## src/rtl/quickq_sorted_pq.sv

```systemverilog
// quickq_sorted_pq: single-cycle sorted priority queue.
// Entries live in a register array kept in precedence order, so entry 0 is
// always the head. Every slot decides independently, from two neighbouring
// key compares, whether it holds, shifts up, shifts down or takes the new
// entry, so insert, remove-head and replace all complete in one cycle.
// Invalid slots are always kept at zero, which makes head_key/head_data read
// 0 while the queue is empty without any output gating.
module quickq_sorted_pq #(
  parameter int KEY_W     = 32,
  parameter int DATA_W    = 32,
  parameter int DEPTH     = 8,
  parameter int MAX_FIRST = 0,
  parameter int CNT_W     = $clog2(DEPTH + 1)
) (
  input  logic              clk,
  input  logic              rst,
  input  logic              enq_valid,
  output logic              enq_ready,
  input  logic [KEY_W-1:0]  enq_key,
  input  logic [DATA_W-1:0] enq_data,
  input  logic              deq_req,
  output logic              head_valid,
  output logic [KEY_W-1:0]  head_key,
  output logic [DATA_W-1:0] head_data,
  output logic [CNT_W-1:0]  count,
  output logic              full,
  output logic              empty,
  output logic              ovf,
  output logic              unf
);

  // Per-slot source select.
  localparam logic [1:0] SEL_HOLD = 2'd0;  // keep own contents
  localparam logic [1:0] SEL_UP   = 2'd1;  // take entry i-1 (insert shift)
  localparam logic [1:0] SEL_DOWN = 2'd2;  // take entry i+1 (remove shift)
  localparam logic [1:0] SEL_NEW  = 2'd3;  // take the incoming entry

  logic [KEY_W-1:0]  key_reg   [DEPTH];
  logic [DATA_W-1:0] data_reg  [DEPTH];
  logic [DEPTH-1:0]  valid_reg;

  logic [KEY_W-1:0]  key_next  [DEPTH];
  logic [DATA_W-1:0] data_next [DEPTH];
  logic [DEPTH-1:0]  valid_next;

  logic [CNT_W-1:0]  count_reg;
  logic [CNT_W-1:0]  count_next;
  logic              full_reg;
  logic              empty_reg;
  logic              ovf_reg;
  logic              unf_reg;

  // slot_m[i]: the incoming key belongs at or before slot i, i.e. slot i is
  // empty or the new key strictly precedes key[i]. Because the array is sorted
  // this mask is monotone: all zeros, then all ones. The extra top bit stands
  // for the position just past the array.
  logic [DEPTH:0]    slot_m;

  logic              do_enq;
  logic              do_deq;

  assign enq_ready = !full_reg | deq_req;
  assign do_enq    = enq_valid & enq_ready;
  assign do_deq    = deq_req & !empty_reg;

  assign slot_m[DEPTH] = 1'b1;

  generate
    for (genvar gi = 0; gi < DEPTH; gi++) begin : g_slot
      logic              prec;
      logic              first_ins;
      logic              first_rep;
      logic [1:0]        sel;
      logic [KEY_W-1:0]  key_below;
      logic [DATA_W-1:0] data_below;
      logic              valid_below;
      logic [KEY_W-1:0]  key_above;
      logic [DATA_W-1:0] data_above;
      logic              valid_above;

      // Strict compare: equal keys never precede, so ties stay FIFO.
      if (MAX_FIRST != 0) begin : g_max
        assign prec = enq_key > key_reg[gi];
      end else begin : g_min
        assign prec = enq_key < key_reg[gi];
      end

      assign slot_m[gi] = !valid_reg[gi] | prec;

      // Neighbour taps; the array edges read as empty, zeroed slots.
      if (gi == 0) begin : g_first
        assign key_below   = '0;
        assign data_below  = '0;
        assign valid_below = 1'b0;
        // Insert position in the current array is slot 0.
        assign first_ins   = slot_m[0];
        // Insert position in the array with the head removed is slot 0.
        assign first_rep   = slot_m[1];
      end else begin : g_mid
        assign key_below   = key_reg[gi-1];
        assign data_below  = data_reg[gi-1];
        assign valid_below = valid_reg[gi-1];
        assign first_ins   = slot_m[gi] & !slot_m[gi-1];
        assign first_rep   = slot_m[gi+1] & !slot_m[gi];
      end

      if (gi == DEPTH - 1) begin : g_last
        assign key_above   = '0;
        assign data_above  = '0;
        assign valid_above = 1'b0;
      end else begin : g_low
        assign key_above   = key_reg[gi+1];
        assign data_above  = data_reg[gi+1];
        assign valid_above = valid_reg[gi+1];
      end

      // Choose where this slot's next contents come from.
      always_comb begin
        sel = SEL_HOLD;
        if (do_enq && do_deq) begin
          // Replace: the array shifted down by one, with the new entry
          // inserted into it. Slots below the insert point shift down, the
          // insert point takes the new entry, slots above it stay in place.
          if (!slot_m[gi+1]) begin
            sel = SEL_DOWN;
          end else if (first_rep) begin
            sel = SEL_NEW;
          end else begin
            sel = SEL_HOLD;
          end
        end else if (do_enq) begin
          if (!slot_m[gi]) begin
            sel = SEL_HOLD;
          end else if (first_ins) begin
            sel = SEL_NEW;
          end else begin
            sel = SEL_UP;
          end
        end else if (do_deq) begin
          sel = SEL_DOWN;
        end
      end

      // Four-way slot mux.
      always_comb begin
        key_next[gi]   = key_reg[gi];
        data_next[gi]  = data_reg[gi];
        valid_next[gi] = valid_reg[gi];
        case (sel)
          SEL_UP: begin
            key_next[gi]   = key_below;
            data_next[gi]  = data_below;
            valid_next[gi] = valid_below;
          end
          SEL_DOWN: begin
            key_next[gi]   = key_above;
            data_next[gi]  = data_above;
            valid_next[gi] = valid_above;
          end
          SEL_NEW: begin
            key_next[gi]   = enq_key;
            data_next[gi]  = enq_data;
            valid_next[gi] = 1'b1;
          end
          default: begin
            key_next[gi]   = key_reg[gi];
            data_next[gi]  = data_reg[gi];
            valid_next[gi] = valid_reg[gi];
          end
        endcase
      end
    end
  endgenerate

  // Occupancy update; a replace leaves the count unchanged.
  always_comb begin
    count_next = count_reg;
    if (do_enq && !do_deq) begin
      count_next = count_reg + CNT_W'(1);
    end else if (do_deq && !do_enq) begin
      count_next = count_reg - CNT_W'(1);
    end
  end

  // Register the array, occupancy flags and error pulses.
  always_ff @(posedge clk) begin
    if (rst) begin
      for (int i = 0; i < DEPTH; i++) begin
        key_reg[i]  <= '0;
        data_reg[i] <= '0;
      end
      valid_reg <= '0;
      count_reg <= '0;
      full_reg  <= 1'b0;
      empty_reg <= 1'b1;
      ovf_reg   <= 1'b0;
      unf_reg   <= 1'b0;
    end else begin
      for (int i = 0; i < DEPTH; i++) begin
        key_reg[i]  <= key_next[i];
        data_reg[i] <= data_next[i];
      end
      valid_reg <= valid_next;
      count_reg <= count_next;
      full_reg  <= (count_next == CNT_W'(DEPTH));
      empty_reg <= (count_next == '0);
      ovf_reg   <= enq_valid & full_reg & !deq_req;
      unf_reg   <= deq_req & empty_reg;
    end
  end

  assign head_valid = valid_reg[0];
  assign head_key   = key_reg[0];
  assign head_data  = data_reg[0];
  assign count      = count_reg;
  assign full       = full_reg;
  assign empty      = empty_reg;
  assign ovf        = ovf_reg;
  assign unf        = unf_reg;

endmodule

```

## config.mk

```make
export PLATFORM = sky130hd
export DESIGN_NAME = quickq_sorted_pq
export DESIGN_NICKNAME = d
export VERILOG_FILES = /design/src/rtl/quickq_sorted_pq.sv
export SDC_FILE = /design/constraint.sdc
export NUM_CORES = 2
export LEC_CHECK = 0
export CAP_MARGIN = 25
export CORE_ASPECT_RATIO = 1.1
export CORE_UTILIZATION = 25
export CTS_CLUSTER_SIZE = 40
export DETAILED_ROUTE_END_ITERATION = 10
export PLACE_DENSITY = 0.48
export REMOVE_ABC_BUFFERS = 1
export SETUP_SLACK_MARGIN = 0.2
export SYNTH_ARGS = -nofsm -noshare
export SYNTH_HDL_FRONTEND = slang
export SYNTH_SLANG_ARGS = --single-unit
```

## constraint.sdc

```tcl
create_clock -name clk -period 3.46 [get_ports clk]
set_clock_uncertainty 0.2 [all_clocks]
set_input_delay 0.865 -clock clk [delete_from_list [all_inputs] [get_ports clk]]
set_output_delay 0.865 -clock clk [all_outputs]
set_load 0.005 [all_outputs]
```

==> images/layer_met2.png <==
Drawn at 1 px/micron.
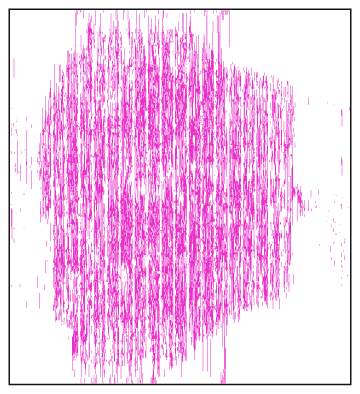
nets with wire on the layer = 3,921
share of all routed wire = 45%
longest straight run = 109 microns
via count: 33,000
met2 usage: 37.0%
overall routed net length: 161,000 microns

==> images/wires.png <==
Drawn at 1 px/micron.
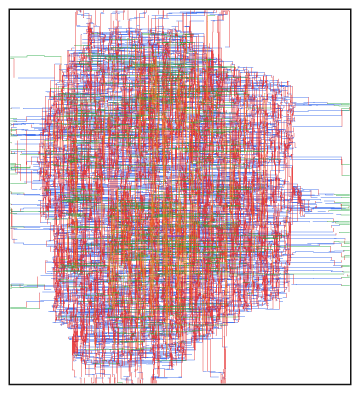
metal 4 -> orange  # wire length 9,310 microns
metal 1 -> blue  # wire length 66.7 mm
metal 2 -> red  # wire length 71.9 mm
metal 3 -> green  # wire length 12,900 microns
metal 5 -> purple  # wire length 13.8 microns
GRT Overall Usage: 22.9%
DR WL/cell: 27.3 microns

==> qor.csv <==
stage,metric,value,unit
final_timing,slew_headroom,27.2,%
clock_tree,numCtsBuffers,61,
worst_setup_path,cp_slowest_stage_delay,0.38,ns
cells_and_area,register_area,0.0106,sq mm
final_timing,finalWorstSetupSlack,-0.271,ns
grt,grt_use_met3,3.48,%
clock_tree,postCtsSetupBuffers,182,
worst_setup_path,cp_slowest_cell,a221o_1,
yosys,synth_cell_types,82,
outcome,outcome,"complete, but fails checks",
clock_tree,cts_hold_buffers,0,
job,log.warning_count,31,
clock_tree,clk_pin_slew,0.06,ns
worst_setup_path,critical_path_class,in -> reg,
floorplan,row_count,136,
power_and_ir_drop,power_density,549,mW/mm^2
cells_and_area,non_clock_buffer_count,976,
cells_and_area,fillers,12100,
yosys,yosysTopAreaCell,dfxtp_1,
cells_and_area,comb_area_share,43.2,%
yosys,synthMuxAreaShare,10.4,%
floorplan,tap_cells,1656,
cells_and_area,n_clock_buffer,90,
floorplan,initCoreUtil,25.2,%
routing,drt_iter0_drc,3241,
routing,wl_met1,66700,microns
yosys,ys_sh_simple,8.06,%
worst_setup_path,cpMostUsedCell,buf_6,
final_timing,setup_viol,490,
clock_tree,clock-sinks,528,
outcome,violations,setup timing,
worst_setup_path,worst-path-buf-inv,10,
power_and_ir_drop,peakVddDrop,0.439,mV
routing,ant_nets,0,
min_path,hp-start,data_reg[1][109],
yosys,synthArstFlopShare,0,%
clock_tree,cts_tree,done,
cells_and_area,nMultiInputCombCells,2294,
yosys,ys_sh_adder,9.95,%
worst_setup_path,crit_chain,buf_6 -> buf_6 -> buf_6 -> ha_4 -> a21o_1 -> a221o_1 -> a211oi_2 -> buf_4 -> o22ai_4 -> a31o_4 -> buf_6 -> o32ai_4 -> buf_4 -> buf_12 -> buf_12 -> buf_12 -> buf_16 -> a22oi_2 -> a221oi_2,
grt,grt_use_met1,30.4,%
power_and_ir_drop,leakagePower,19.2,nW
grt,busiest_layer,met2,
==> images/power_grid.png <==
Drawn at 1 px/micron. Pins as bars on the die edge. Tap cells in grey.
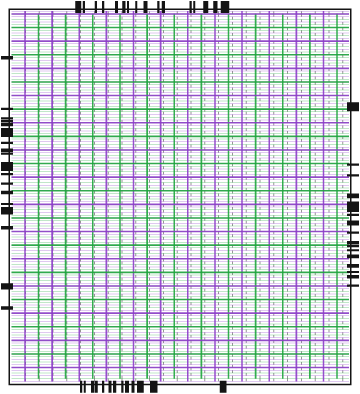
VDD -> green
VSS -> purple
met5 straps = 27
met1 rails = 137
rows = 136
tap cells = 1,656
die x size: 340 microns
core area: 0.125 sq mm
Chip Height: 374 microns

## power breakdown
group | switching (mW) | internal [mW] | leakage, nW | total (mW)
Clock | 2.88 | 3.79 | 0.983 | 6.67
Sequential | 0.934 | 7.13 | 4.36 | 8.06
Combinational | 6.65 | 6.06 | 13.8 | 12.7
Total | 10.5 | 17.0 | 19.2 | 27.4
## through the flow
step | util, % | area [sq um] | setup slack (ns) | TNS (ns)
floorplan | - | 29700 | -6.67 | -1912.09
global placement | 30.8 | 38500 | -1.42 | -624.68
detailed placement | 30.8 | 38500 | -1.52 | -639.07
CTS | 38.0 | 47400 | -0.147 | -14.26
global route | 40.0 | 49900 | -0.315 | -76.45
finish | 40.0 | 49900 | -0.271 | -57.82
No activity file was given, so power comes from the tool's default toggle rates.
